[config.mk]
export PLATFORM = sky130hd
export DESIGN_NAME = point_sequencer
export DESIGN_NICKNAME = d
export VERILOG_FILES = /design/src/rtl/train_pkg.sv /design/src/rtl/pulse_timer.sv /design/src/rtl/point_sequencer.sv
export SDC_FILE = /design/constraint.sdc
export NUM_CORES = 1
export LEC_CHECK = 0
export ABC_AREA = 1
export CAP_MARGIN = 20
export CELL_PAD_IN_SITES_DETAIL_PLACEMENT = 1
export CELL_PAD_IN_SITES_GLOBAL_PLACEMENT = 1
export CORE_MARGIN = 5
export CORE_UTILIZATION = 43
export DETAILED_ROUTE_END_ITERATION = 8
export HOLD_SLACK_MARGIN = 0.03
export PLACE_DENSITY_LB_ADDON = 0.1
export SYNTH_ARGS = -nofsm -noshare
export SYNTH_HDL_FRONTEND = slang
export SYNTH_SLANG_ARGS = --single-unit
[constraint.sdc]
create_clock -name CLOCK_50 -period 2.75 [get_ports CLOCK_50]
set_input_delay 0.4125 -clock CLOCK_50 [delete_from_list [all_inputs] [get_ports CLOCK_50]]
set_output_delay 0.4125 -clock CLOCK_50 [all_outputs]
set_load 0.05 [all_outputs]
[src/rtl/train_pkg.sv]
// Shared point/signal indexing, FSM encodings and route-to-point decoding for point_sequencer.
package train_pkg;

  localparam int unsigned N_POINTS       = 6;
  localparam int unsigned N_SIGS         = 10;
  localparam int unsigned PT_X           = 0;
  localparam int unsigned PT_B           = 1;
  localparam int unsigned PT_C           = 2;
  localparam int unsigned SIDE_STRIDE    = 3;
  localparam int unsigned SIG_HOME_BASE  = 0;
  localparam int unsigned SIG_START_BASE = 2;
  localparam int unsigned TMR_W          = 32;

  typedef enum logic [2:0] {
    ST_IDLE,
    ST_CANCEL,
    ST_CHECK,
    ST_PULSE,
    ST_GAP,
    ST_WAIT,
    ST_SIGNAL
  } state_t;

  // Points a route touches (mask) and the position each must be in (1 = reverse)
  typedef struct packed {
    logic [N_POINTS-1:0] mask;
    logic [N_POINTS-1:0] pos;
  } pt_req_t;

  // Decode a route into the required crossover and fan point positions
  function automatic pt_req_t req_points(input logic side, input logic dir,
                                         input logic [1:0] station);
    pt_req_t    r;
    logic [2:0] base;
    r    = '0;
    base = side ? 3'(SIDE_STRIDE) : 3'd0;
    r.mask[base + 3'(PT_X)] = 1'b1;
    r.pos[base + 3'(PT_X)]  = (dir == side) ? (station >= 2'd2) : (station <= 2'd1);
    if (station <= 2'd1) begin
      r.mask[base + 3'(PT_B)] = 1'b1;
      r.pos[base + 3'(PT_B)]  = station[0];
    end else begin
      r.mask[base + 3'(PT_C)] = 1'b1;
      r.pos[base + 3'(PT_C)]  = station[0];
    end
    return r;
  endfunction

  // Signal bit governing a route: home signal when inbound, starter when outbound
  function automatic logic [3:0] route_sig(input logic side, input logic dir,
                                           input logic [1:0] station);
    if (dir) return 4'(SIG_START_BASE) + {1'b0, side, station};
    return 4'(SIG_HOME_BASE) + {3'b000, side};
  endfunction

  // Every signal reading over the given throat
  function automatic logic [N_SIGS-1:0] throat_sigs(input logic side);
    logic [N_SIGS-1:0] m;
    m = '0;
    m[route_sig(side, 1'b0, 2'd0)] = 1'b1;
    for (int s = 0; s < 4; s++) m[route_sig(side, 1'b1, 2'(s))] = 1'b1;
    return m;
  endfunction

endpackage

[src/rtl/pulse_timer.sv]
// Loadable down-counter with a zero flag; times coil pulses, recovery gaps and detection waits.
module pulse_timer #(
  parameter int unsigned WIDTH = 32
) (
  input  logic             clk,
  input  logic             rst_n,
  input  logic             load,
  input  logic [WIDTH-1:0] load_value,
  output logic             zero_c
);

  logic [WIDTH-1:0] count;

  // Load takes priority; otherwise count down and park at zero
  always_ff @(posedge clk or negedge rst_n) begin
    if (!rst_n) begin
      count <= '0;
    end else if (load) begin
      count <= load_value;
    end else if (count != '0) begin
      count <= count - WIDTH'(1);
    end
  end

  assign zero_c = (count == '0);

endmodule

[src/rtl/point_sequencer.sv]
// Route command sequencer: throws a route's points one solenoid pulse at a time, then clears its signal.
// Optional build macro POINT_FEEDBACK_EN: confirm each throw against point_det with a timeout fault.
module point_sequencer
  import train_pkg::*;
#(
  parameter int unsigned PULSE_CYCLES   = 10_000_000,
  parameter int unsigned GAP_CYCLES     = 5_000_000,
  parameter int unsigned TIMEOUT_CYCLES = 50_000_000
) (
  input  logic                CLOCK_50,
  input  logic                RESET_N,
  input  logic                req_valid,
  output logic                req_ready,
  input  logic                req_cancel,
  input  logic                req_side,
  input  logic                req_dir,
  input  logic [1:0]          req_station,
  input  logic [N_POINTS-1:0] point_det,
  output logic [N_POINTS-1:0] coil_normal,
  output logic [N_POINTS-1:0] coil_reverse,
  output logic [N_SIGS-1:0]   sig_clear,
  output logic                busy,
  output logic                done,
  output logic                fault
);

  localparam logic [TMR_W-1:0] PULSE_LOAD = TMR_W'(PULSE_CYCLES - 1);
  localparam logic [TMR_W-1:0] GAP_LOAD   = TMR_W'(GAP_CYCLES - 1);

  state_t              state;
  logic                l_side;
  logic                l_dir;
  logic [1:0]          l_station;
  logic [N_POINTS-1:0] pos;
  logic [N_POINTS-1:0] pos_known;
  logic [2:0]          cur_pt;
  logic                cur_rev;

  pt_req_t             req_c;
  logic [N_POINTS-1:0] need_c;
  logic                any_c;
  logic [2:0]          pick_c;
  logic [3:0]          route_sig_c;
  logic                tmr_load_c;
  logic [TMR_W-1:0]    tmr_value_c;
  logic                tmr_zero_c;

  // Points still to throw for the latched route; X comes first, then the fan point
  always_comb begin
    req_c       = req_points(l_side, l_dir, l_station);
    need_c      = req_c.mask & (~pos_known | (pos ^ req_c.pos));
    any_c       = |need_c;
    route_sig_c = route_sig(l_side, l_dir, l_station);
    if (need_c[0])      pick_c = 3'd0;
    else if (need_c[1]) pick_c = 3'd1;
    else if (need_c[2]) pick_c = 3'd2;
    else if (need_c[3]) pick_c = 3'd3;
    else if (need_c[4]) pick_c = 3'd4;
    else                pick_c = 3'd5;
  end

`ifdef POINT_FEEDBACK_EN
  localparam logic [TMR_W-1:0] TIMEOUT_LOAD = TMR_W'(TIMEOUT_CYCLES - 1);
  logic fault_q;
  assign fault = fault_q;
`else
  logic unused_det;
  assign unused_det = ^{point_det, 32'(TIMEOUT_CYCLES)};
  assign fault      = 1'b0;
`endif

  // Timer reloads on entry to PULSE, GAP and (with feedback) WAIT
  always_comb begin
    tmr_load_c  = 1'b0;
    tmr_value_c = '0;
    if (state == ST_CHECK && any_c) begin
      tmr_load_c  = 1'b1;
      tmr_value_c = PULSE_LOAD;
    end else if (state == ST_PULSE && tmr_zero_c) begin
      tmr_load_c  = 1'b1;
      tmr_value_c = GAP_LOAD;
    end
`ifdef POINT_FEEDBACK_EN
    else if (state == ST_GAP && tmr_zero_c) begin
      tmr_load_c  = 1'b1;
      tmr_value_c = TIMEOUT_LOAD;
    end
`endif
  end

  pulse_timer #(.WIDTH(TMR_W)) u_timer (
    .clk        (CLOCK_50),
    .rst_n      (RESET_N),
    .load       (tmr_load_c),
    .load_value (tmr_value_c),
    .zero_c     (tmr_zero_c)
  );

  // Sequencer FSM with registered coil, signal and handshake outputs
  always_ff @(posedge CLOCK_50 or negedge RESET_N) begin
    if (!RESET_N) begin
      state        <= ST_IDLE;
      req_ready    <= 1'b0;
      busy         <= 1'b0;
      done         <= 1'b0;
      coil_normal  <= '0;
      coil_reverse <= '0;
      sig_clear    <= '0;
      pos          <= '0;
      pos_known    <= '0;
      l_side       <= 1'b0;
      l_dir        <= 1'b0;
      l_station    <= '0;
      cur_pt       <= '0;
      cur_rev      <= 1'b0;
`ifdef POINT_FEEDBACK_EN
      fault_q      <= 1'b0;
`endif
    end else begin
      done <= 1'b0;
      case (state)
        ST_IDLE: begin
          req_ready <= 1'b1;
          if (req_valid && req_ready) begin
            req_ready <= 1'b0;
            busy      <= 1'b1;
            l_side    <= req_side;
            l_dir     <= req_dir;
            l_station <= req_station;
            state     <= req_cancel ? ST_CANCEL : ST_CHECK;
          end
        end
        ST_CANCEL: begin
          sig_clear[route_sig_c] <= 1'b0;
          done  <= 1'b1;
          busy  <= 1'b0;
          state <= ST_IDLE;
        end
        ST_CHECK: begin
          if (any_c) begin
            // Throat goes to danger in the same edge the first coil energises
            sig_clear <= sig_clear & ~throat_sigs(l_side);
            cur_pt    <= pick_c;
            cur_rev   <= req_c.pos[pick_c];
            if (req_c.pos[pick_c]) coil_reverse <= 6'b1 << pick_c;
            else                   coil_normal  <= 6'b1 << pick_c;
            state <= ST_PULSE;
          end else begin
            state <= ST_SIGNAL;
          end
        end
        ST_PULSE: begin
          if (tmr_zero_c) begin
            coil_normal  <= '0;
            coil_reverse <= '0;
            state        <= ST_GAP;
          end
        end
        ST_GAP: begin
          if (tmr_zero_c) begin
`ifdef POINT_FEEDBACK_EN
            state <= ST_WAIT;
`else
            pos[cur_pt]       <= cur_rev;
            pos_known[cur_pt] <= 1'b1;
            state             <= ST_CHECK;
`endif
          end
        end
`ifdef POINT_FEEDBACK_EN
        ST_WAIT: begin
          if (point_det[cur_pt] == cur_rev) begin
            pos[cur_pt]       <= point_det[cur_pt];
            pos_known[cur_pt] <= 1'b1;
            state             <= ST_CHECK;
          end else if (tmr_zero_c) begin
            fault_q           <= 1'b1;
            pos_known[cur_pt] <= 1'b0;
            busy              <= 1'b0;
            state             <= ST_IDLE;
          end
        end
`endif
        ST_SIGNAL: begin
          sig_clear[route_sig_c] <= 1'b1;
          done  <= 1'b1;
          busy  <= 1'b0;
          state <= ST_IDLE;
        end
        default: state <= ST_IDLE;
      endcase
    end
  end

endmodule

run_1/placement.png
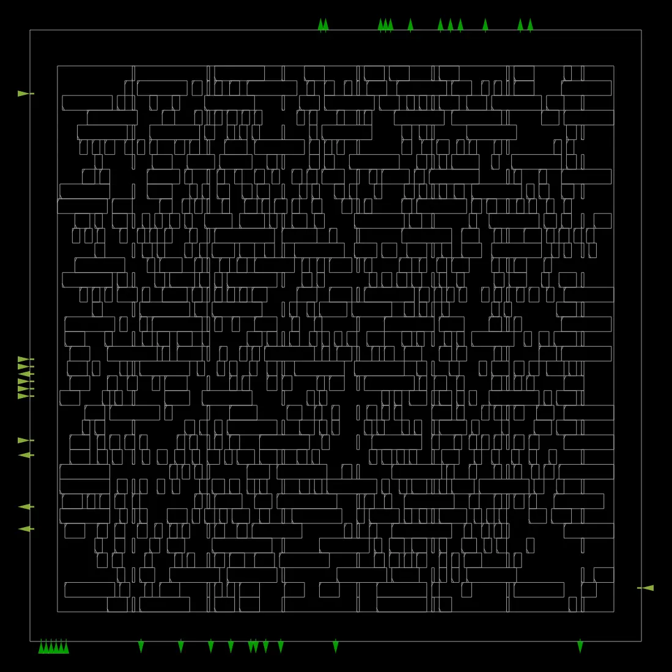
Core Area: 10300 µm²
FF+latch count: 80
Layout fillers: 1253
row cnt: 37

run_1/placement_by_type.png
Fill, decap, tap and diode cells in grey.
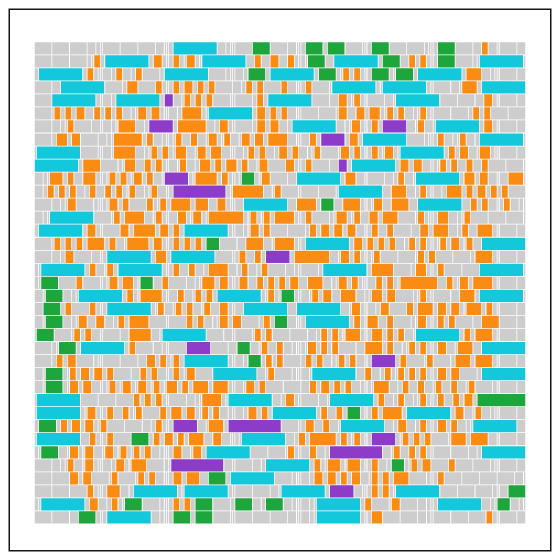
[sequential cells] cyan | cells: 80 | share of their area: 38%
[combinational and other logic] orange | cells: 487 | share of their area: 48%
[remaining buffers and delay cells] green | cells: 44 | share of their area: 8.3%
[clock drivers and dummy loads] purple | cells: 16 | share of their area: 5.1%
cell area after layout: 5380 µm²
final core occ: 52.1%

run_1/wires.png
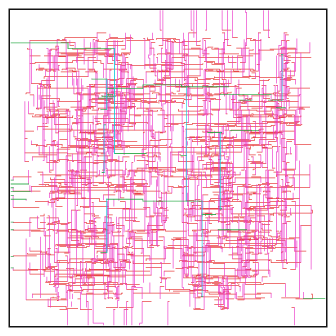
[metal 4] cyan | wire length: 203 µm
[metal 2] magenta | wire length: 6230 µm
[metal 3] green | wire length: 246 µm
[metal 1] red | wire length: 5420 µm
vias: 3942
total global-route track usage: 19.9%
Wirelength per Cell: 15.9 µm
final WL: 12100 µm

run_1/io_placement.png
Pins as bars across the die edge, other pins in grey.
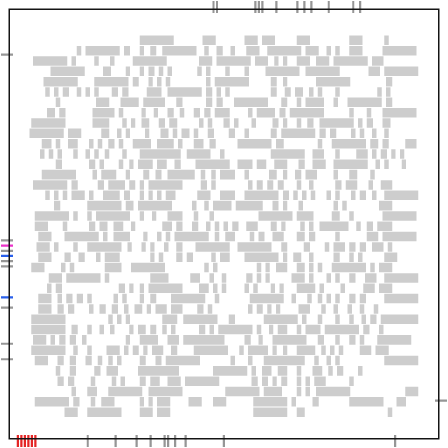
[point_det] red | pins: 6 | direction: input | edge: bottom
[req_station] blue | pins: 2 | direction: input | edge: left
[req_valid] magenta | pins: 1 | direction: input | edge: left
Die Span Y: 113 µm
# port buffers: 32
Die Span X: 113 µm

==> out/metrics.cfg, run 1 <==
[cells_and_area]
regArea_um2 = 2000
non_clock_inverter_count = 76
buf_share_pct = 8.01
regMostFlops = u_timer.count
largestClassByArea = logic gates
final_layout_top_logic_cell = nand2_1
nClkBuffers = 10
logic_area_um2 = 2210

[run_status]
status = finished, final reports clean

[sta]
finClkSkew_ps = 10.1
post-route-period-util_pct = 91.7
setup_ws_ps = 227
finalMaxSlewViolations = 0
hold_viol = 0
worst_pin_slew_ps = 585
max_freq_ghz = 0.396

[global_route]
grt.overflow.total = 0
antenna_found_initial = 0
grt.met1_usage_pct = 24.3

[critical_path]
cp.buffers_inverters = 3
critical-path-top-delay-family = simple AND/OR/NAND/NOR gates
crit_slowest_cell = dfrtp_1
cp_num_cells = 15
crit_fanout = 14
path_cells = inv_1, ha_2, nand4_1, nor2_4, nand3_2, nor2_2, nand3_2, buf_4, nand3_1, nor2_1, nand2_1, nor3_1, a21oi_1, o21ai_0, inv_1
reg2reg_slack_ps = 230
r2r_start = u_timer.count[0]$_DFFE_PN0P_
critPathMaxStageDelay_ps = 390

[place]
dp_hpwl_um = 8910
dp.cells = 744

[logic_synthesis]
flop_cell = dfrtp_1
synthTopCellsByArea = dfrtp_1 44%, nand2_1 10%, nor2_1 6.6%
xor_share_pct = 3.28
synthArstFlopShare_pct = 100
yosysMostFrequentCell = nand2_1
synth_seq_share_pct = 44.1
synthCells = 577

[pwr]
maxPowerGroup = combinational cells
peakVddDrop_uv = 399
p_total_mw = 5.24
p_per_area_nw_per_um2 = 975
seq_power_share_pct = 30.4

[die]
chip_area_um2 = 12700
num_io_pins = 40

[clock_network]
cts_made_buffers = 9

[route]
via_per_inst = 5.17
drtAntennaViolNets = 0
drt_iter0_markers = 130

[hold_path]
worstHoldPathType = in2async

[flow_run]
tool_warnings = 36

run_1/clk_routes.png
Scale bar: 20 µm.
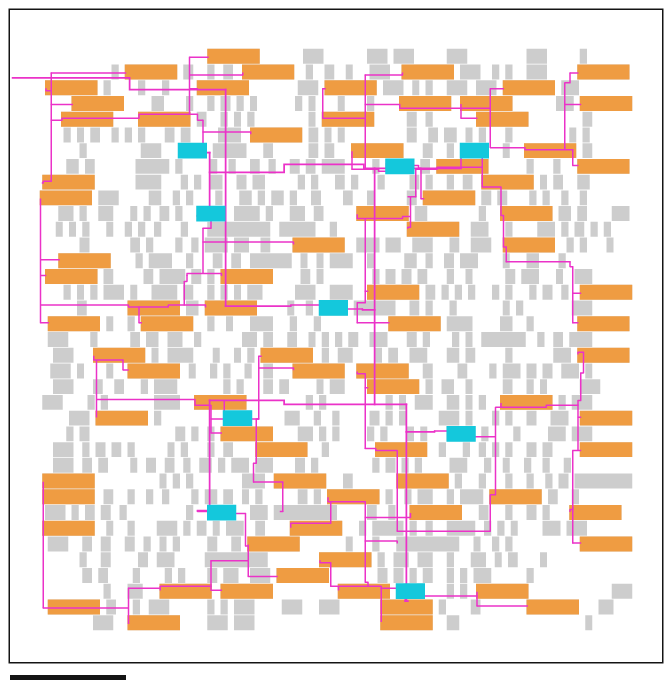

==> run 2, diff against run 1 <==
--- a/config.mk
+++ b/config.mk
@@ -6,13 +6,13 @@
 export NUM_CORES = 1
 export LEC_CHECK = 0
 export ABC_AREA = 1
-export CAP_MARGIN = 20
 export CELL_PAD_IN_SITES_DETAIL_PLACEMENT = 1
 export CELL_PAD_IN_SITES_GLOBAL_PLACEMENT = 1
 export CORE_MARGIN = 5
-export CORE_UTILIZATION = 43
+export CORE_UTILIZATION = 45
 export DETAILED_ROUTE_END_ITERATION = 8
 export HOLD_SLACK_MARGIN = 0.03
+export MAX_ROUTING_LAYER = met4
 export PLACE_DENSITY_LB_ADDON = 0.1
 export SYNTH_ARGS = -nofsm -noshare
 export SYNTH_HDL_FRONTEND = slang
==> constraint.sdc (replaced) <==
create_clock -name CLOCK_50 -period 3.2 [get_ports CLOCK_50]
set_input_delay 0.48 -clock CLOCK_50 [delete_from_list [all_inputs] [get_ports CLOCK_50]]
set_output_delay 0.48 -clock CLOCK_50 [all_outputs]
set_load 0.05 [all_outputs]
run_2/clk_routes.png
Scale bar: 20 µm.
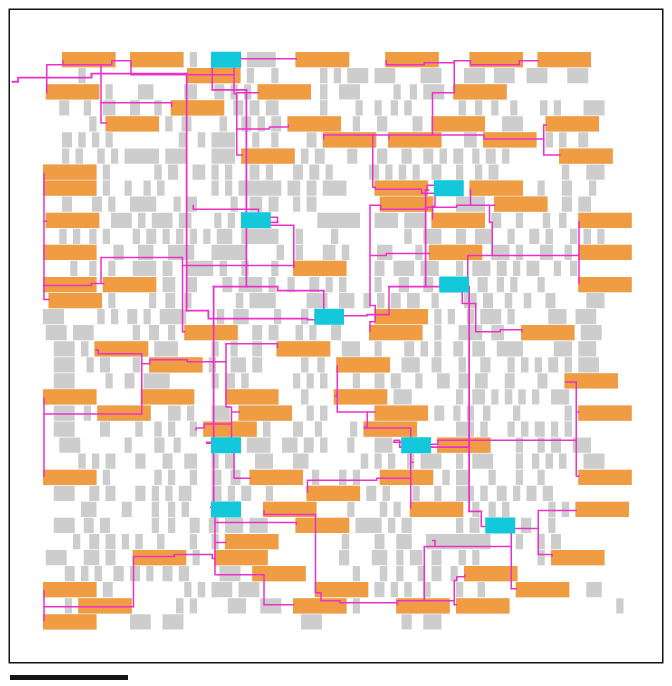
[clock wires] magenta | length: 1210 µm
[clock drivers] cyan | count: 9
[flip-flops] orange | count: 80
flops lie: widely spread
skew final: 9.18 ps
Clock Power: 0.793 mW

run_2/io_placement.png
Pins as bars across the die edge, other pins in grey.
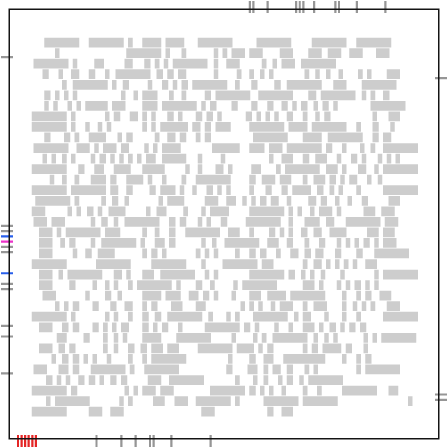
[req_station] blue | pins: 2 | direction: input | edge: left
[req_valid] magenta | pins: 1 | direction: input | edge: left
[point_det] red | pins: 6 | direction: input | edge: bottom
Die Span Y: 110 µm
Die Span X: 110 µm

==> run 2 against run 1 <==
Die size decreased by 4.0%. Synthesized area unchanged. Hold slack got worse by 120 ps. Critical path depth decreased by 2. Clock power decreased by 32%. Combinational power decreased by 15%. Fmax decreased by 2.4%. Largest cell class unchanged. Largest power group unchanged.
==> out/metrics.cfg, run 2 <==
[run_status]
status = finished, final reports clean

[pwr]
switching_share_pct = 48.2
maxPowerGroup = combinational cells
power.net_switching_mw = 2.06
peakVddDrop_uv = 433  ; +8.4%
comb_power_mw = 2.11
p_per_area_nw_per_um2 = 822  ; -16%
seq_power_share_pct = 32.0  ; +1.6 points
p_total_mw = 4.27  ; -19%

[place]
dp.cells = 737  ; -0.94%
io_buffers = 32  ; unchanged
dp_hpwl_um = 8920  ; +0.12%

[clock_network]
cts_resized = 0
cts_made_buffers = 9  ; unchanged
cts.sinks = 80
root_buffer = clkbuf_8
htree_levels = 3
clkLatencyLatePin_ps = 370
hold_buffers = 0

[die]
rows = 36  ; -2.7%
num_io_pins = 40  ; unchanged
coreArea_um2 = 9820  ; -4.9%
chip_area_um2 = 12200  ; -4.0%

[logic_synthesis]
mux_share_pct = 0
synth_seq_share_pct = 44.1  ; unchanged
post-synth-top-area-cell = dfrtp_1
yosysMostFrequentCell = nand2_1
xor_share_pct = 3.28  ; unchanged
synthArstFlopShare_pct = 100  ; unchanged
ys.flops = 80
synthTopCellsByArea = dfrtp_1 44%, nand2_1 10%, nor2_1 6.6%
flop_cell = dfrtp_1
synthCells = 577  ; unchanged

[route]
drt_iter0_markers = 88  ; -32%
wl_met2_um = 5950
num_vias = 3924  ; -0.46%
wl_per_cell_um = 15.8  ; about the same
post-route-drc-count = 0
drtAntennaViolNets = 0  ; unchanged
via_per_inst = 5.21  ; +0.87%

[critical_path]
path_cells = inv_1, ha_1, nand4_1, nor2_2, nand3_2, nor2_2, nand3_2, nor2_2, nor2_8, inv_4, nand2_2, nand2_1, o21ai_1
cp_num_cells = 13  ; -2
crit_fanout = 17  ; +3
reg2reg_slack_ps = 620  ; +390 ps
r2r_start = u_timer.count[0]$_DFFE_PN0P_
cp.buffers_inverters = 2  ; -1
critical-path-top-delay-family = simple AND/OR/NAND/NOR gates
critPathMaxStageDelay_ps = 390  ; about the same
crit_slowest_cell = dfrtp_1

[hold_path]
worstHoldPathType = in2async

[cells_and_area]
nClkBuffers = 13  ; +3
stdcell_area_um2 = 5190  ; -3.4%
buf_share_pct = 6.84  ; -1.2 points
largestClassByArea = logic gates
flops = 80  ; unchanged
non_clock_inverter_count = 76  ; unchanged
fillers = 1253  ; unchanged
regArea_um2 = 2000  ; unchanged
logic_area_um2 = 2180  ; -1.6%
regMostFlops = u_timer.count
top_regs = u_timer.count: 32 flops, sig_clear: 10 flops
final_util_pct = 52.9  ; +0.81 points
final_layout_top_logic_cell = nand2_1

[global_route]
track_usage_pct = 20.7  ; +0.81 points
grt_max_degree = 81
grt.overflow.total = 0  ; unchanged

[sta]
worst_pin_slew_ps = 1030  ; +445 ps
hold_viol = 0  ; unchanged
post-route-period-util_pct = 80.8  ; -11 points
setup_ws_ps = 615  ; +388 ps
max_freq_ghz = 0.387  ; -2.4%
finalMaxSlewViolations = 0  ; unchanged
finalSetupTns_ps = 0

[flow_run]
tool_warnings = 36  ; unchanged

Power is estimated from default activity; no workload was simulated.
